`src/rtl/result_deserializer.sv`:
```
// Serial-to-parallel result collector: gathers ALU result bits LSB first into a word plus zero/carry flags.
// Latency: result_valid rises one edge after the WIDTH-th accepted bit (min WIDTH+1 edges from start).
// Backpressure: the word is held until store_ack; bits arriving while held are dropped and flag overrun.
module result_deserializer #(
    parameter int WIDTH = 8,
    parameter int CNT_W = $clog2(WIDTH)
) (
    input  logic             clk,
    input  logic             rst,
    input  logic             start,
    input  logic             bit_valid,
    input  logic             bit_in,
    input  logic             carry_in,
    input  logic             store_ack,
    output logic [WIDTH-1:0] result_out,
    output logic             result_valid,
    output logic             busy,
    output logic [CNT_W-1:0] bit_count,
    output logic             zero_flag,
    output logic             carry_flag,
    output logic             overrun
);

    typedef enum logic [1:0] {IDLE, CAPTURE, HOLD} state_t;

    state_t           state, state_nxt;
    logic [WIDTH-1:0] shift;
    logic [WIDTH-1:0] shift_nxt;
    logic             zero_acc;
    logic             restart;
    logic             take_bit;
    logic             last_bit;
    logic             set_ovr;

    assign shift_nxt = {bit_in, shift[WIDTH-1:1]};

    always_ff @(posedge clk or posedge rst) begin
        if (rst) begin
            state <= IDLE;
        end else begin
            state <= state_nxt;
        end
    end

    // start wins over a same-cycle bit; in HOLD it only counts together with store_ack
    always_comb begin
        state_nxt = state;
        restart   = 1'b0;
        take_bit  = 1'b0;
        last_bit  = 1'b0;
        set_ovr   = 1'b0;
        case (state)
            IDLE: begin
                if (start) begin
                    restart   = 1'b1;
                    state_nxt = CAPTURE;
                end
            end
            CAPTURE: begin
                if (start) begin
                    restart = 1'b1;
                end else if (bit_valid) begin
                    take_bit = 1'b1;
                    if (bit_count == CNT_W'(WIDTH - 1)) begin
                        last_bit  = 1'b1;
                        state_nxt = HOLD;
                    end
                end
            end
            HOLD: begin
                if (store_ack && start) begin
                    restart   = 1'b1;
                    state_nxt = CAPTURE;
                end else begin
                    set_ovr = bit_valid;
                    if (store_ack) begin
                        state_nxt = IDLE;
                    end
                end
            end
            default: state_nxt = IDLE;
        endcase
    end

    always_ff @(posedge clk or posedge rst) begin
        if (rst) begin
            shift        <= '0;
            bit_count    <= '0;
            zero_acc     <= 1'b0;
            result_out   <= '0;
            result_valid <= 1'b0;
            busy         <= 1'b0;
            zero_flag    <= 1'b0;
            carry_flag   <= 1'b0;
            overrun      <= 1'b0;
        end else begin
            busy         <= (state_nxt == CAPTURE);
            result_valid <= (state_nxt == HOLD);
            if (restart) begin
                shift     <= '0;
                bit_count <= '0;
                zero_acc  <= 1'b1;
                overrun   <= 1'b0;
            end else if (take_bit) begin
                shift    <= shift_nxt;
                zero_acc <= zero_acc & ~bit_in;
                if (last_bit) begin
                    bit_count  <= '0;
                    result_out <= shift_nxt;
                    zero_flag  <= zero_acc & ~bit_in;
                    carry_flag <= carry_in;
                end else begin
                    bit_count <= bit_count + 1'b1;
                end
            end else if (set_ovr) begin
                overrun <= 1'b1;
            end
        end
    end

endmodule
```
`config.mk`:
```
export PLATFORM = sky130hd
export DESIGN_NAME = result_deserializer
export DESIGN_NICKNAME = d
export VERILOG_FILES = /design/src/rtl/result_deserializer.sv
export SDC_FILE = /design/constraint.sdc
export NUM_CORES = 1
export LEC_CHECK = 0
export CORE_UTILIZATION = 40
export DETAILED_ROUTE_END_ITERATION = 12
export PLACE_DENSITY = 0.68
export SLEW_MARGIN = 25
export SYNTH_ARGS = -nofsm -noshare
export SYNTH_HDL_FRONTEND = slang
export SYNTH_SLANG_ARGS = --single-unit
```
`constraint.sdc`:
```
create_clock -name clk -period 2 [get_ports clk]
set_clock_uncertainty 0.15 [all_clocks]
set_input_delay 0.2 -clock clk [delete_from_list [all_inputs] [get_ports clk]]
set_output_delay 0.2 -clock clk [all_outputs]
set_load 0.01 [all_outputs]
```
Figure 1. Pin placement.
Drawn at 8 px/um. Pins as bars across the die edge, other pins in grey.
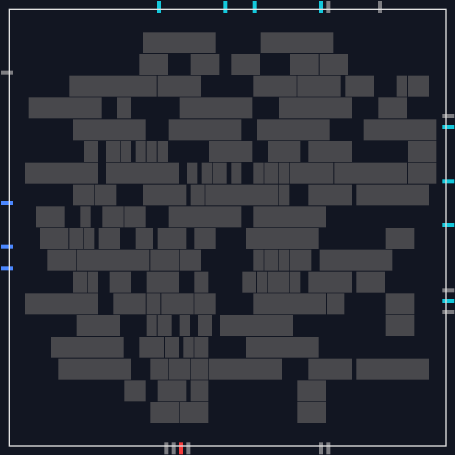
legend:
  cyan:
    port: `result_out`
    pins: 8
    direction: output
    edge: 4 east, 4 north
  red:
    port: `overrun`
    pins: 1
    direction: output
    edge: south
  blue:
    port: `bit_count`
    pins: 3
    direction: output
    edge: west
all pins by edge: 7 east, 6 south, 6 north, 4 west
die height: 54.4 um
chip width: 54.4 um
Port Buf Inserts: 22

Figure 2. Wiring by layer.
Drawn at 4 px/um. Only two layers are drawn.
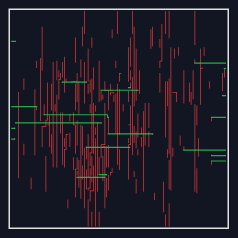
legend:
  green:
    layer: metal 3
    wire_length: 122 um
  red:
    layer: metal 2
    wire_length: 1100 um

Figure 3. Port wiring.
Drawn at 4 px/um.
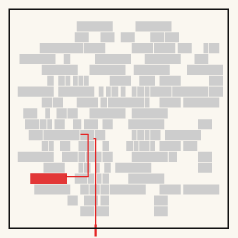
legend:
  red:
    port: `overrun`
    bits: 1
    direction: output
    edge: south
    end_cells: 1
    wire: 40.6 um

==> flow_summary_export.csv <==
group,metric,value,unit
layout,reg.largest.list,"result_out (8), shift (7), bit_count (3)",
sta,rsz0062_at_grt,"yes",
status,violations,"setup timing",
layout,nonClkBufAreaFrac,18.8,%
synthesis,ys_sh_aoi,9.91,%
min_path,min_path_type,"in2async",
status,status,"complete, but fails checks",
worst_setup_path,path_cells,"ha_2, ha_4, nand2_4, or4_4, mux2_4",
worst_setup_path,crit_slowest_cell,"or4_4",
placed_design,placed_area,1390,um^2
drt,top_layer,"met4",
grt,antenna_found_initial,0,
sta,fin_hold_ws,52.4,ps
synthesis,yosysWarnings,0,
drt,drc,0,
worst_setup_path,worstPathRequired,2070,ps
sta,setup_viol,4,
layout,finalInstanceArea,1490,um^2
worst_setup_path,path_max_fanout,6,
grt,grt_start_max_net_pins,27,
sta,setup_slack,-12.8,ps
clock_tree,cts-root-buf,"clkbuf_4",
pwr,comb_power_share,6.9,%
grt,grt_use_met2,26.6,%
synthesis,ys_sh_simple,12.5,%
layout,final-comb-area,455,um^2
layout,inverters_excl_clock,3,
synthesis,synthCells,92,
worst_setup_path,r2r_start,"bit_count[1]$_DFFE_PP0P_",
clock_tree,clock_path_buffers,2,
synthesis,numSynthFlops,26,
layout,buffers,30,
pwr,combinationalPower,0.0660,mW
synthesis,synth.top_cell.area_share,59.2,%
Figure 4. The metal 2 layer.
Drawn at 8 px/um.
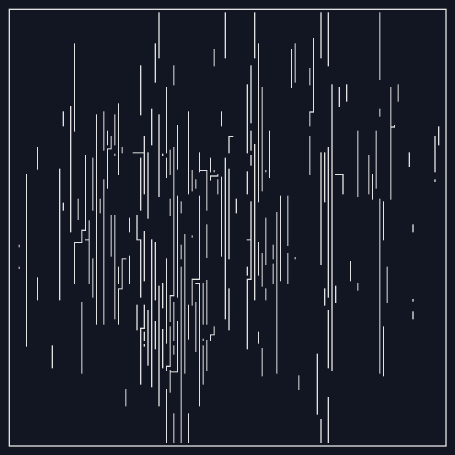
wire length on this layer: 1100 um
share of all routed wire: 49%
main direction: vertical
nets with wire on the layer: 112
longest straight run: 35.7 um

Figure 5. Placement view.
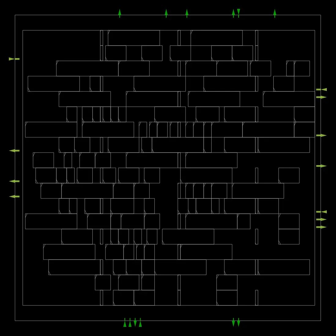
Final Util: 58.5%
Non-Filler Instances: 153
# Taps: 30

[placed cells by master (no fill, tap or decap)]
| cell | count |
|---|---|
| o22ai_1 | 2 |
| clkbuf_4 | 3 |
| a21o_1 | 1 |
| nand3b_1 | 2 |
| nand2b_1 | 1 |
| o21ai_0 | 2 |
| or4_4 | 2 |
| ha_4 | 1 |
| nand2_1 | 18 |
| mux2_4 | 10 |
| nand4bb_1 | 1 |
| or3_1 | 1 |
| nand2_4 | 1 |
| ha_2 | 1 |
| a311oi_1 | 1 |
| o21ai_1 | 2 |
| dfrtp_1 | 26 |
| nor2b_1 | 1 |
| nor4bb_1 | 1 |
| clkdlybuf4s50_1 | 22 |
| a21oi_1 | 12 |
| bufinv_16 | 1 |
| inv_1 | 2 |
| inv_2 | 1 |
| buf_4 | 8 |
Power figures rest on the tool's default switching activity, not on a simulated workload.
